### I/O nets highlighted, run 1

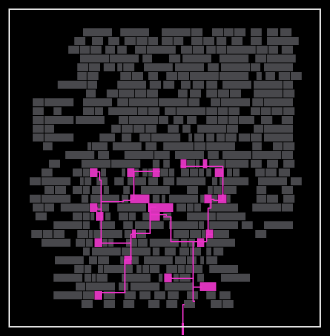
### Placed standard cells, run 1

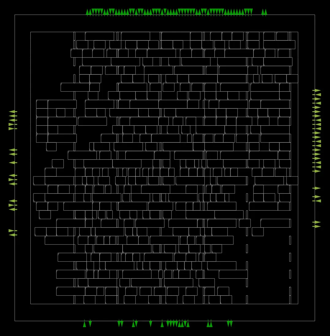
### Cell density map, run 1

10 x 10 tiles, from black (low) to pale yellow (high), 0 to 100% covered.
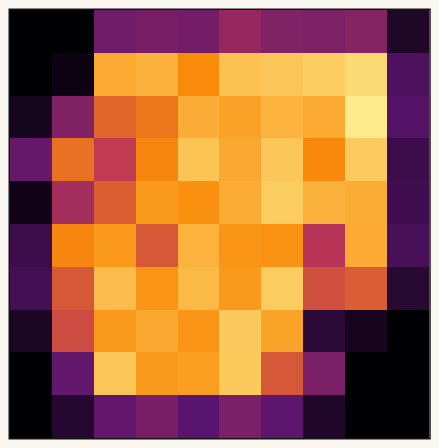
$ cat src/rtl/cpu_pkg.sv
// Shared IF/ID definitions: word widths, NOP encoding, two-word opcode class,
// buffer FSM states and the registered decode packet.
package cpu_pkg;
  localparam int INSTR_W = 16;
  localparam int PC_W    = 32;
  localparam logic [INSTR_W-1:0] NOP_WORD  = 16'h4000;
  localparam logic [2:0]         IMM_CLASS = 3'b110;
  localparam int OPC_HI = 15;
  localparam int OPC_LO = 13;

  typedef enum logic {
    IDLE     = 1'b0,
    WAIT_IMM = 1'b1
  } fd_state_e;

  typedef struct packed {
    logic               valid;
    logic [INSTR_W-1:0] instr;
    logic [INSTR_W-1:0] imm;
    logic               has_imm;
    logic [PC_W-1:0]    pc1;
  } fd_packet_t;

  // An opcode word in the immediate class is completed by the next fetched word.
  function automatic logic needs_imm(input logic [INSTR_W-1:0] word);
    return word[OPC_HI:OPC_LO] == IMM_CLASS;
  endfunction
endpackage

$ cat src/rtl/fetch_decode_buffer.sv
// IF/ID register: joins opcode+immediate word pairs into one decode packet,
// with stall (hold everything) and flush (drop everything, present a bubble).
module fetch_decode_buffer
  import cpu_pkg::*;
#(
  parameter int                 INSTR_W  = cpu_pkg::INSTR_W,
  parameter int                 PC_W     = cpu_pkg::PC_W,
  parameter logic [INSTR_W-1:0] NOP_WORD = cpu_pkg::NOP_WORD
) (
  input  logic               clk,
  input  logic               reset,
  input  logic               fetch_valid,
  input  logic [INSTR_W-1:0] fetch_word,
  input  logic [PC_W-1:0]    fetch_pc_plus_one,
  input  logic               stall,
  input  logic               flush,
  output logic               dec_valid,
  output logic [INSTR_W-1:0] dec_instruction,
  output logic [INSTR_W-1:0] dec_immediate,
  output logic               dec_has_imm,
  output logic [PC_W-1:0]    dec_pc_plus_one,
  output logic               fetch_need_imm,
  output fd_state_e          dbg_state
);

  // dec_valid qualifies the dec_* packet for exactly the cycles it is high; there is
  // no ready back from decode, backpressure is expressed only through stall.
  localparam fd_packet_t BUBBLE = '{
    valid:   1'b0,
    instr:   NOP_WORD,
    imm:     '0,
    has_imm: 1'b0,
    pc1:     '0
  };

  fd_state_e          state, state_n;
  logic [INSTR_W-1:0] pend_op, pend_op_n;
  fd_packet_t         pkt, pkt_n;

  always_comb begin
    state_n   = state;
    pend_op_n = pend_op;
    pkt_n     = pkt;
    if (flush) begin
      state_n   = IDLE;
      pend_op_n = '0;
      pkt_n     = BUBBLE;
    end else if (!stall) begin
      pkt_n = BUBBLE;
      case (state)
        IDLE: begin
          if (fetch_valid) begin
            if (needs_imm(fetch_word)) begin
              pend_op_n = fetch_word;
              state_n   = WAIT_IMM;
            end else begin
              pkt_n = '{valid: 1'b1, instr: fetch_word, imm: '0,
                        has_imm: 1'b0, pc1: fetch_pc_plus_one};
            end
          end
        end
        WAIT_IMM: begin
          // Second word is taken verbatim, whatever its opcode class.
          if (fetch_valid) begin
            pkt_n = '{valid: 1'b1, instr: pend_op, imm: fetch_word,
                      has_imm: 1'b1, pc1: fetch_pc_plus_one};
            pend_op_n = '0;
            state_n   = IDLE;
          end
        end
        default: begin
          state_n   = IDLE;
          pend_op_n = '0;
        end
      endcase
    end
  end

  always_ff @(posedge clk or posedge reset) begin
    if (reset) begin
      state   <= IDLE;
      pend_op <= '0;
      pkt     <= BUBBLE;
    end else begin
      state   <= state_n;
      pend_op <= pend_op_n;
      pkt     <= pkt_n;
    end
  end

  assign dec_valid       = pkt.valid;
  assign dec_instruction = pkt.instr;
  assign dec_immediate   = pkt.imm;
  assign dec_has_imm     = pkt.has_imm;
  assign dec_pc_plus_one = pkt.pc1;
  assign fetch_need_imm  = (state == WAIT_IMM);
  assign dbg_state       = state;

endmodule

$ cat config.mk
export PLATFORM = sky130hd
export DESIGN_NAME = fetch_decode_buffer
export DESIGN_NICKNAME = d
export VERILOG_FILES = /design/src/rtl/cpu_pkg.sv /design/src/rtl/fetch_decode_buffer.sv
export SDC_FILE = /design/constraint.sdc
export NUM_CORES = 1
export LEC_CHECK = 0
export CAP_MARGIN = 20
export CORE_AREA = 5 5 91 93
export CTS_CLUSTER_SIZE = 30
export DETAILED_ROUTE_END_ITERATION = 10
export DIE_AREA = 0 0 96 98
export PLACE_DENSITY = 0.88
export SYNTH_ARGS = -nofsm -noshare
export SYNTH_HDL_FRONTEND = slang
export SYNTH_SLANG_ARGS = --single-unit
export TNS_END_PERCENT = 100
$ cat constraint.sdc
create_clock -name clk -period 4 [get_ports clk]
set_input_delay 0.4 -clock clk [delete_from_list [all_inputs] [get_ports clk]]
set_output_delay 0.4 -clock clk [all_outputs]
set_load 0.05 [all_outputs]
==> flow_summary.toml, run 1 <==
# flow metrics
[route]
drt_first_pass_iters = 4
via_per_inst = 5.70
totalWireLength_um = 9560
wl_per_cell_um = 19.2
drt_iter0_drc = 178
drc_errors = 0
drtAntennaViolNets = 0
vias = 2838

[final_timing]
drv_slew = 0
skew_ns = 0.00526
fin_crit_ns = 2.61
rsz0062_at_grt = "false"
slew_headroom_pct = 31.3
setup_viol = 0
fmax_mhz = 383
finalHoldViolations = 0
fin_ws_ns = 1.39
tightest_slew_ns = 1.03
finalClockPeriodUsage_pct = 65.2
tns_ns = 0
whs_ns = 0.271

[synthesis]
syn_area_um2 = 3470
netlist.area_leader.share_pct = 59.1
ys_ff = 83
edf_count = 0
ys_warn_count = 0
netlist_instances = 281
ys_types = 35
yosys_cells = 281
top_cells_by_area = "dfrtp_1 (59%), a22o_1 (12%), and3_1 (4.7%)"
syn_area_per_cell_um2 = 12.4
top_area_cell = "dfrtp_1"
top_cells_by_count = "dfrtp_1 (82), a22o_1 (48), and3_1 (26), a21oi_1 (16)"
ys_seq_share_pct = 59.8
syn-num-nets = 334
top_cell = "dfrtp_1"
async_flop_share_pct = 100
synthFlopType = "dfrtp_1"
ys_chip_area_um2 = 3470

[clocking]
clk_pin_slew_worst_paths_ns = 0.09
cts_num_sinks = 83
cts_max_level = 3
cts_setup_buffers = 0
clk_path_buf_depth = 2
ctsResizeCount = 0
cts_buffers = 9
clk_latency_ns = 0.35
cts_tree = "built"
root_buffer = "clkbuf_8"
ctsHoldBuffers = 0

[worst_setup_path]
critPathMaxFanout = 25
critPathTopFamily = "buffers and inverters"
cp-start-kind = "register"
crit_path_cell_trace = "clkdlybuf4s50_1"
end_kind = "output pin"
crit_type = "register to output pin"
critical_path_required_ns = 3.60
path_depth = 1
worstRegToRegCells = 2
crit_buf_inv = 1
arrival_ns = 2.21
cp_slowest_cell = "clkdlybuf4s50_1"
cp_slowest_stage_delay_ns = 0.95

[global_route]
antenna_found_initial = 0
grt_pass1_wl_um = 15200
grt.overflow.total = 0
first_global_vias = 2906
grt_max_degree = 63
grt.total_usage_pct = 20.7

[finish]
n_antenna_cell = 0
layout_top_cell = "clkdlybuf4s50_1"
drive_above_1_share_pct = 7.58
fin_nets = 444
finalInstanceArea_um2 = 4920
most-common-layout-cells = "clkdlybuf4s50_1 (120), dfrtp_1 (82), a22o_1 (48)"
syn2layout_area_growth_pct = 41.7

[power]
p_leak_nw = 2.40
p_clk_w = 0.000549
seq_power_w = 0.000881
p_total_w = 0.00170
p_seq_share_pct = 51.7
comb-power_w = 0.000272
p_per_area_nw_per_um2 = 346
p_comb_share_pct = 16.0
p_switching_w = 0.000497
swShare_pct = 29.2
ir_worst_vdd_v = 0.000212
clockPowerShare_pct = 32.3
power.largest_group = "registers"
p_int_w = 0.00120

[die]
die_area_um2 = 9410
die_h_um = 98
std_cell_rows = 32
die_x_um = 96

[placed_design]
gp_congestion = 0.762
dp.cells = 481
placed_cell_area_um2 = 4720
hpwl_um = 6550
pre_cts_slack_ns = 1.24

[worst_hold_path]
min_path_type = "primary input to asynchronous set/reset pin"

[flow_run]
cap_viol_max_count = 0
warning_count = 26

[outcome]
status = "completed"
Notes on 'I/O nets highlighted' above:
- `flush`: magenta (bits 1; direction input; edge bottom; end cells 21; buffers 2; wire 214 µm)
Ports: 121
port bufs: 120

Notes on 'Placed standard cells' above:
sequential share of cell area: 42.2%
post-route insts no fill: 498

Notes on 'Cell density map' above:
- emptiest ninth of the die: lower right
- fullest tile: 96%
- mean over tiles: 51%
- densest ninth of the die: centre
- tiles over 75% full: 40%
core area: 7450 µm²
Final Core Density: 66.1%
Starting Density: 46.7%

[run 1: cells by family (layout without fill, tap and decap cells)]
kind of cell	count (synthesis)	after routing	synth area share (%)
DFF	83	83	59.8
buffers and inverters	32	147	4.29
AOI/OAI and AO/OA	100	100	22.4
muxes	2	2	0.612
and+or+nand+nor	64	64	12.9
[run 1: per-layer routing]
| metal | GRT usage (%) | vias up | wire (µm) |
|---|---|---|---|
| met5 | 0 | - | 0 |
| met4 | 6.46 | 0 | 149 |
| met3 | 5.16 | 10 | 673 |
| met2 | 34.6 | 113 | 4930 |
| met1 | 26.0 | 1424 | 3810 |
| li1 | - | 1291 | - |
[run 1: layout make-up]
type	count	area [µm²]
fill	591	2520
clock inverter	7	51.3
multi-input combinational	166	1250
timing repair buffer	126	1270
inverter	5	20.0
clock buffer	9	124
sequential	83	2080
tap	102	128
[run 1: state kept, by name, indices dropped and copies added (netlist names)]
register         count
dec_pc_plus_one     32
dec_immediate       16
dec_instruction     16
pend_op             16
dbg_state            1
dec_has_imm          1
dec_valid            1
[run 1: worst paths after layout]
path                       slack (ns)                       startpoint                              end
hold / removal                   0.27                            reset  dec_pc_plus_one[26]$_DFFE_PP0N_
max in group asynchronous        2.86                            reset     dec_immediate[0]$_DFFE_PP0N_
hold reg to reg                  0.47  dec_instruction[14]$_DFFE_PP1N_  dec_instruction[14]$_DFFE_PP1N_
setup / recovery                 1.39            dbg_state$_DFFE_PP0N_                        dbg_state
min in group clk                 0.47  dec_instruction[14]$_DFFE_PP1N_  dec_instruction[14]$_DFFE_PP1N_
setup reg to reg                 1.74            dbg_state$_DFFE_PP0N_   dec_pc_plus_one[3]$_DFFE_PP0N_
### The metal 3 layer, run 1

Scale bar: 20 µm.
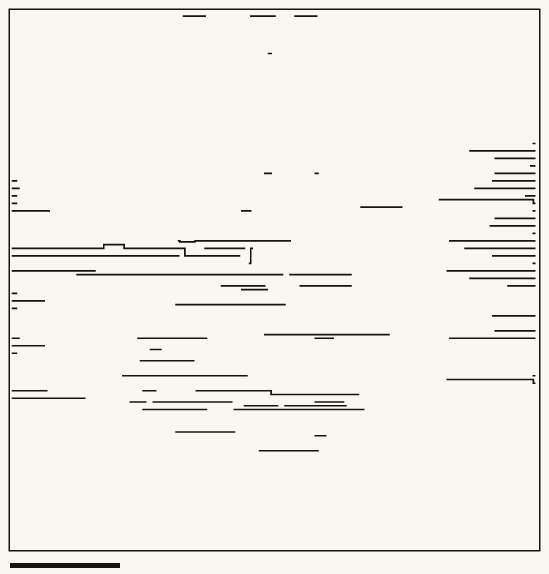

==> inputs of run 2 (changes only) <==
--- a/config.mk
+++ b/config.mk
@@ -6,11 +6,11 @@
 export NUM_CORES = 1
 export LEC_CHECK = 0
 export CAP_MARGIN = 20
-export CORE_AREA = 5 5 91 93
+export CORE_AREA = 5 5 94 96
 export CTS_CLUSTER_SIZE = 30
 export DETAILED_ROUTE_END_ITERATION = 10
-export DIE_AREA = 0 0 96 98
-export PLACE_DENSITY = 0.88
+export DIE_AREA = 0 0 99 101
+export PLACE_DENSITY = 0.83
 export SYNTH_ARGS = -nofsm -noshare
 export SYNTH_HDL_FRONTEND = slang
 export SYNTH_SLANG_ARGS = --single-unit
==> constraint.sdc (replaced) <==
create_clock -name clk -period 2.7 [get_ports clk]
set_input_delay 0.27 -clock clk [delete_from_list [all_inputs] [get_ports clk]]
set_output_delay 0.27 -clock clk [all_outputs]
set_load 0.05 [all_outputs]
### The metal 3 layer, run 2

Scale bar: 20 µm.
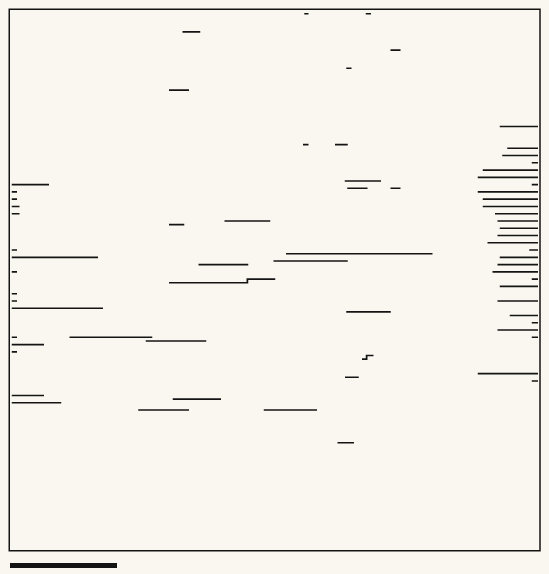
- main direction: horizontal
- longest straight run: 27.1 µm
met3 GRT Util: 3.18%
total number of vias: 2817
Routed WL: 9420 µm

==> flow_summary.toml, run 2 <==
# flow metrics
[worst_setup_path]
crit_type = "register to output pin"
worstRegToRegCells = 2
cp_slowest_cell = "clkdlybuf4s50_1"
reg2reg_slack_ns = 0.72
critPathTopFamily = "buffers and inverters"
timing.critical_path.from = "dbg_state$_DFFE_PP0N_"
r2r-start = "dbg_state$_DFFE_PP0N_"
crit_buf_inv = 1
cp-start-kind = "register"
end_kind = "output pin"
path_depth = 1
critPathMaxFanout = 16
crit_path_cell_trace = "clkdlybuf4s50_1"
r2r-end = "dec_pc_plus_one[16]$_DFFE_PP0N_"

[finish]
most-common-layout-cells = "clkdlybuf4s50_1 (120), dfrtp_1 (82), a22o_1 (48)"
n_antenna_cell = 0
largest_reg_flops = 32
logic_area_um2 = 1250
drive_above_1_share_pct = 9.18
layout_top_cell = "clkdlybuf4s50_1"
syn2layout_area_growth_pct = 43.7

[final_timing]
rsz0062_at_grt = "false"
finalHoldViolations = 0
fin_crit_ns = 2.23
whs_ns = 0.255
skew_ns = 0.0179
fmax_mhz = 449
tns_ns = 0
drv_slew = 0

[synthesis]
top_area_cell = "dfrtp_1"
ys_ff = 83
ys_chip_area_um2 = 3470
ys_seq_share_pct = 59.8
top_cells_by_count = "dfrtp_1 (82), a22o_1 (48), and3_1 (26), a21oi_1 (16)"
ys_types = 35
syn-num-nets = 334
netlist.area_leader.share_pct = 59.1
syn_area_um2 = 3470
syn_area_per_cell_um2 = 12.4
top_cells_by_area = "dfrtp_1 (59%), a22o_1 (12%), and3_1 (4.7%)"
edf_count = 0
top_cell = "dfrtp_1"

[placed_design]
placed_cell_area_um2 = 4810
io_buffers = 120
hpwl_um = 6640
gp_congestion = 0.785
dp.cells = 492

[clocking]
cts_buffers = 9
clk_latency_ns = 0.37
ctsResizeCount = 0
cts_setup_buffers = 0
clk_path_buf_depth = 2
cts_max_level = 3

[flow_run]
cap_viol_max_count = 0
warning_count = 26

[power]
p_per_area_nw_per_um2 = 508
p_leak_nw = 2.44
ir_worst_vdd_v = 0.000245
swShare_pct = 29.2
p_int_w = 0.00180
clockPowerShare_pct = 32.6
p_switching_w = 0.000741
p_seq_share_pct = 51.4

[die]
die_area_um2 = 10000
std_cell_rows = 33
die_x_um = 99
fp.coreArea_um2 = 7970
initCoreUtil_pct = 43.6

[global_route]
grt.total_usage_pct = 19.2
grt.overflow.total = 0
first_global_vias = 2903
use_met2_pct = 30.7
met1_usage_pct = 25.8

[route]
drtAntennaViolNets = 0
drt_first_pass_iters = 4
drc_errors = 0

[outcome]
status = "completed"
==> run 2: cell count changes in the layout (fill, tap and decap cells not counted) <==
cell and change:
inv_8 +1, buf_12 +2, buf_4 +6, buf_16 -1, clkinv_4 +2, inv_6 -1
clkinv_2 -2
==> run 2: logic make-up after synthesis <==
group                  Yosys count  share of synthesized area (%)
muxes                            2                          0.612
and+or+nand+nor                 64                           12.9
DFF                             83                           59.8
buffers and inverters           32                           4.29
AOI/OAI and AO/OA              100                           22.4
==> run 2: through the flow <==
| step | util [%] | setup WS (ns) |
|---|---|---|
| 3_5_place_dp | 60.3 | 0.387 |
| 2_1_floorplan | - | 0.295 |
| 6_report | 62.7 | 0.474 |
| 3_3_place_gp | 60.1 | 0.420 |
| 4_1_cts | 62.7 | 0.469 |
| 5_1_grt | 62.7 | 0.418 |
==> run 2: area by class of cell <==
class / count / area share, %
Multi-Input combinational cell: 166 / 25.1
Clock inverter: 7 / 1.23
Sequential cell: 83 / 41.6
Timing Repair Buffer: 133 / 26.5
Tap cell: 105 / 2.63
Inverter: 5 / 0.401
Clock buffer: 9 / 2.48
==> run 2: power groups by stage <==
stage / Sequential (W) / Clock (W) / Combinational, W
floorplan: 0.00142 / 0 / 0.000120
global placement: 0.00133 / 0 / 0.000401
detailed placement: 0.00133 / 0 / 0.000411
CTS: 0.00130 / 0.000849 / 0.000411
global route: 0.00131 / 0.000896 / 0.000434
finish: 0.00130 / 0.000827 / 0.000407
==> run 2: metal layers <==
metal	vias to the layer above	wire length, µm
li1	1317	-
met1	1400	4080
met2	83	4700
met3	17	416
met4	0	225
met5	-	0
No activity file was given, so power comes from the tool's default toggle rates.
